===== config.mk =====
export PLATFORM = sky130hd
export DESIGN_NAME = frame_serializer_tx
export DESIGN_NICKNAME = d
export VERILOG_FILES = /design/src/rtl/frame_serializer_tx.sv
export SDC_FILE = /design/constraint.sdc
export NUM_CORES = 1
export LEC_CHECK = 0
export ABC_AREA = 1
export CAP_MARGIN = 10
export CELL_PAD_IN_SITES_DETAIL_PLACEMENT = 1
export CELL_PAD_IN_SITES_GLOBAL_PLACEMENT = 2
export CORE_ASPECT_RATIO = 1.2
export CORE_MARGIN = 2
export CORE_UTILIZATION = 29
export DETAILED_ROUTE_END_ITERATION = 10
export PLACE_DENSITY_LB_ADDON = 0.1
export SKIP_CTS_REPAIR_TIMING = 1
export SYNTH_ARGS = -nofsm -noshare
export SYNTH_HDL_FRONTEND = slang
export SYNTH_SLANG_ARGS = --single-unit

===== constraint.sdc =====
create_clock -name i_clk -period 1.89 [get_ports i_clk]
set_input_delay 0.378 -clock i_clk [delete_from_list [all_inputs] [get_ports i_clk]]
set_output_delay 0.378 -clock i_clk [all_outputs]
set_load 0.005 [all_outputs]

===== src/rtl/frame_serializer_tx.sv =====
// Word-to-serial frame transmitter: start bit, WIDTH data bits LSB first, stop bit.
// Define FRAME_SERIALIZER_TX_PARITY_EN to insert an even-parity bit between data and stop.
module frame_serializer_tx #(
  parameter int unsigned      WIDTH        = 8,
  parameter int unsigned      DIV          = 4,
  parameter logic [WIDTH-1:0] DEFAULT_WORD = '0
) (
  input  logic             i_clk,
  input  logic             i_rst_n,
  input  logic             i_valid,
  output logic             o_ready,
  input  logic [WIDTH-1:0] i_data,
  input  logic             i_data_en,
  output logic             o_serial,
  output logic             o_busy,
  output logic             o_done
);

  localparam int unsigned CW = (DIV > 1) ? $clog2(DIV) : 1;
  localparam int unsigned BW = (WIDTH > 1) ? $clog2(WIDTH) : 1;

  localparam logic [CW-1:0] DIV_LAST = CW'(DIV - 1);
  // Counter value one cycle before the last cycle of a bit; only meaningful for DIV > 1.
  localparam logic [CW-1:0] DIV_PEN  = (DIV > 1) ? CW'(DIV - 2) : CW'(0);
  localparam logic [BW-1:0] BIT_LAST = BW'(WIDTH - 1);
  localparam logic          ONE_CYC  = (DIV == 1);

  typedef enum logic [2:0] {
    S_IDLE   = 3'd0,
    S_START  = 3'd1,
    S_DATA   = 3'd2,
`ifdef FRAME_SERIALIZER_TX_PARITY_EN
    S_PARITY = 3'd3,
`endif
    S_STOP   = 3'd4
  } state_t;

  state_t           state;
  logic [CW-1:0]    div_cnt;
  logic [BW-1:0]    bit_cnt;
  logic [WIDTH-1:0] shreg;
  logic [WIDTH-1:0] sel_word;
  logic             div_tick;
`ifdef FRAME_SERIALIZER_TX_PARITY_EN
  logic             parity_bit;
`endif

  assign sel_word = i_data_en ? i_data : DEFAULT_WORD;
  assign div_tick = (div_cnt == DIV_LAST);

  // Frame sequencer; every output is a register updated one edge ahead of its cycle.
  always_ff @(posedge i_clk or negedge i_rst_n) begin
    if (!i_rst_n) begin
      state      <= S_IDLE;
      div_cnt    <= '0;
      bit_cnt    <= '0;
      shreg      <= '0;
`ifdef FRAME_SERIALIZER_TX_PARITY_EN
      parity_bit <= 1'b0;
`endif
      o_serial   <= 1'b1;
      o_ready    <= 1'b1;
      o_busy     <= 1'b0;
      o_done     <= 1'b0;
    end else begin
      o_done <= 1'b0;
      case (state)
        S_IDLE: begin
          if (i_valid && o_ready) begin
            state      <= S_START;
            shreg      <= sel_word;
`ifdef FRAME_SERIALIZER_TX_PARITY_EN
            parity_bit <= ^sel_word;
`endif
            div_cnt    <= '0;
            bit_cnt    <= '0;
            o_serial   <= 1'b0;
            o_ready    <= 1'b0;
            o_busy     <= 1'b1;
          end
        end

        S_START: begin
          if (div_tick) begin
            div_cnt  <= '0;
            state    <= S_DATA;
            o_serial <= shreg[0];
            shreg    <= shreg >> 1;
          end else begin
            div_cnt <= div_cnt + CW'(1);
          end
        end

        S_DATA: begin
          if (div_tick) begin
            div_cnt <= '0;
            if (bit_cnt == BIT_LAST) begin
              bit_cnt  <= '0;
`ifdef FRAME_SERIALIZER_TX_PARITY_EN
              state    <= S_PARITY;
              o_serial <= parity_bit;
`else
              state    <= S_STOP;
              o_serial <= 1'b1;
              o_done   <= ONE_CYC;
`endif
            end else begin
              bit_cnt  <= bit_cnt + BW'(1);
              o_serial <= shreg[0];
              shreg    <= shreg >> 1;
            end
          end else begin
            div_cnt <= div_cnt + CW'(1);
          end
        end

`ifdef FRAME_SERIALIZER_TX_PARITY_EN
        S_PARITY: begin
          if (div_tick) begin
            div_cnt  <= '0;
            state    <= S_STOP;
            o_serial <= 1'b1;
            o_done   <= ONE_CYC;
          end else begin
            div_cnt <= div_cnt + CW'(1);
          end
        end
`endif

        S_STOP: begin
          if (div_tick) begin
            div_cnt <= '0;
            state   <= S_IDLE;
            o_ready <= 1'b1;
            o_busy  <= 1'b0;
          end else begin
            div_cnt <= div_cnt + CW'(1);
            // Raise done so it lands on the final stop cycle.
            if ((DIV > 1) && (div_cnt == DIV_PEN)) begin
              o_done <= 1'b1;
            end
          end
        end

        default: begin
          state    <= S_IDLE;
          div_cnt  <= '0;
          bit_cnt  <= '0;
          o_serial <= 1'b1;
          o_ready  <= 1'b1;
          o_busy   <= 1'b0;
        end
      endcase
    end
  end

endmodule


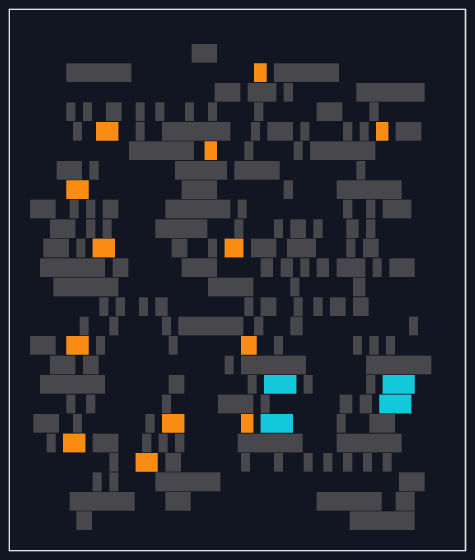
logic_types.png
| color | family | cells | most used |
|---|---|---|---|
| cyan | fa/ha/maj cells | 4 | ha_1 |
| orange | aoi and oai cells | 13 | o21ai_2 |
dominant logic cell type in the layout: sky130_fd_sc_hd__nand2_1
count of placed standard cells in the final layout, fillers left out: 222

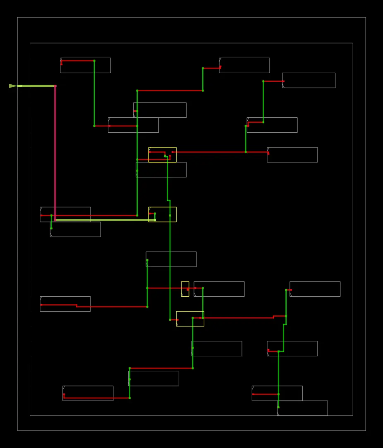
clocks.png
clock buffers: 4
clock buffer count from CTS: 3
number of flip-flops and latches: 20
number of sinks driven by the clock tree: 20
setup clock skew after layout: 0.00154 ns

==> changes_impl.md <==
## Flow update

* Setup crit end kind: output pin
* Standard cell with the maximum stage delay on the critical path: sky130_fd_sc_hd__dfstp_2
* Routability cong. at 0.756
* Sequential fraction of the synthesis area at 40.8%
* Status: complete, no violations
* Max frequency at 0.595 GHz
* Ant. Diodes at 0
* Starting DRC count in detailed routing at 23
* Endpoint arrival time on the critical path at 1.30 ns
* Top cell types by occurrence after synthesis: sky130_fd_sc_hd__nand2_1 (60), sky130_fd_sc_hd__dfrtp_1 (18), sky130_fd_sc_hd__inv_1 (11), sky130_fd_sc_hd__nand2_2 (9), sky130_fd_sc_hd__nand3_1 (9)
* Warnings from Yosys at 0
* Yosys top cell by instances: sky130_fd_sc_hd__nand2_1
* Count of tool warnings at 27
* Final count of negative-setup-slack endpoints at 0
* Endpoints failing hold at 0
* Logic share of the area at 43.2%
* CTS H-tree lvls at 1
* Clock-pin transition on the worst setup and hold timing paths at 0.08 ns
* Remaining antenna violation count after routing at 0
* Synthesis-to-layout area growth at 20.7%
* Pwr/cell area at 1740 mW/mm^2
* Post-layout minimum cycle time at 1.68 ns
* Slew Limit Headroom at 80.5%
* Worst Setup Path Type: reg2out
* Unrepaired setup endpoints after global routing: false
* Post-synthesis cell count from yosys at 150
* Tap Cells at 54
* Detail-routed via count per cell at 4.45
* Worst setup path startpoint: o_ready
* Reg area at 503 um^2
* Seq area share at 33.8%
* Buffers outside the clock class at 17
* Top Family by Delay on Critical Path: flip-flops
* Proportion of cell area spent on the clock network at 3.03%
* Share of final-layout standard cells stronger than drive strength 1 at 22.6%
* Overflow after GRT at 0
* Final Cell Area at 0.00149 mm^2
* Synth area leaders: sky130_fd_sc_hd__dfrtp_1 (37%), sky130_fd_sc_hd__nand2_1 (18%), sky130_fd_sc_hd__o21ai_2 (5.0%), sky130_fd_sc_hd__nand2_2 (4.6%), sky130_fd_sc_hd__dfstp_2 (4.3%)
* Leading register cell type out of synthesis: sky130_fd_sc_hd__dfrtp_1
* DRC violation count after routing at 0
* Area of the multi-input gates at 643 um^2
* Largest type area fraction at 36.5%
* Nets@finish at 185
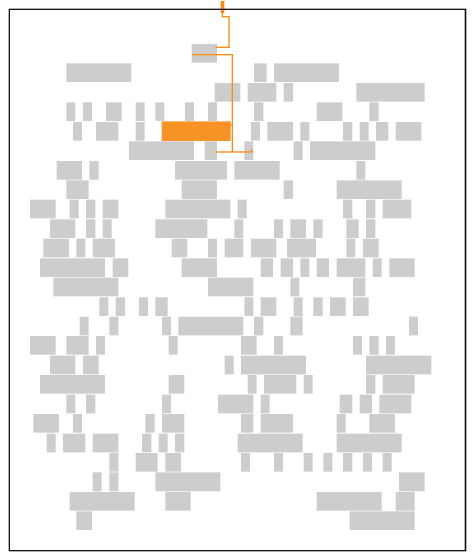
io_fan.png
| color | port | bits | direction | edge | end cells | wire |
|---|---|---|---|---|---|---|
| orange | `o_ready` | 1 | output | north | 1 | 33.1 um |
Ports: 16
Port-buffer cells: 15

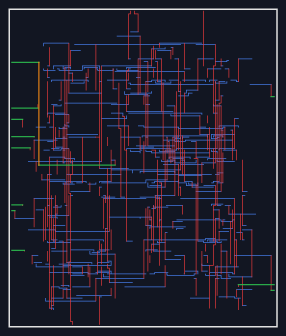
wires.png
| color | layer | wire length |
|---|---|---|
| green | metal 3 | 59.1 um |
| orange | metal 4 | 24.5 um |
| red | metal 2 | 1,460 um |
| blue | metal 1 | 1,250 um |
via count: 987
Post-Route WL: 2.79 mm
all-layer global routing usage: 13.6%

[metrics by stage]
| step | util, % | cells | hold WS [ns] | power, mW |
|---|---|---|---|---|
| 6_report | 37.2 | 222 | 0.462 | 2.58 |
| 5_1_grt | 37.2 | 222 | 0.492 | 2.86 |
| 4_1_cts | 37.2 | 222 | 0.467 | 2.65 |
| 3_5_place_dp | 36.0 | 218 | 0.471 | 2.32 |
| 3_3_place_gp | 36.0 | 218 | 0.464 | 2.29 |
| 2_1_floorplan | - | 150 | 0.0824 | 1.96 |
[worst paths after layout]
check                        endpoint  cells after the start  slack [ns]
setup / recovery              o_ready                      1        0.21
hold / removal             bit_cnt[2]                      2        0.46
setup reg to reg             shreg[4]                      8        0.38
hold reg to reg              o_serial                      2        0.47
max in group asynchronous    o_serial                      2        1.14
min in group i_clk           o_serial                      2        0.47
[sequential cells by signal (all words and copies together), names as in the netlist]
| signal | count |
|---|---|
| shreg | 8 |
| o_ready | 1 |
| o_serial | 1 |
| bit_cnt | 3 |
| state | 3 |
| div_cnt | 2 |
| o_done | 1 |
| o_busy | 1 |
[report_power, final]
group / internal, mW / total [mW] / switching (mW) / leakage [nW]
Clock: 0.150 / 0.302 / 0.152 / 0.0228
Sequential: 0.601 / 0.729 / 0.128 / 0.259
Combinational: 0.562 / 1.55 / 0.991 / 0.497
[cell families after synthesis]
kind of cell	Yosys count	synth area share, %
flip-flops	20	40.8
AND/OR/NAND/NOR	97	40.4
AND-OR/OR-AND	13	7.72
adder cells (fa/ha/maj)	4	4.06
buffers and inverters	16	7.00
[layer usage]
layer	track usage [%]	share of wire [%]	wire length [um]
met2	25.5	52	1460
met3	1.92	2.1	59
met4	6.52	0.86	24
met1	15.4	45	1250
met5	0	0	0
Power and IR drop assume default switching activity.
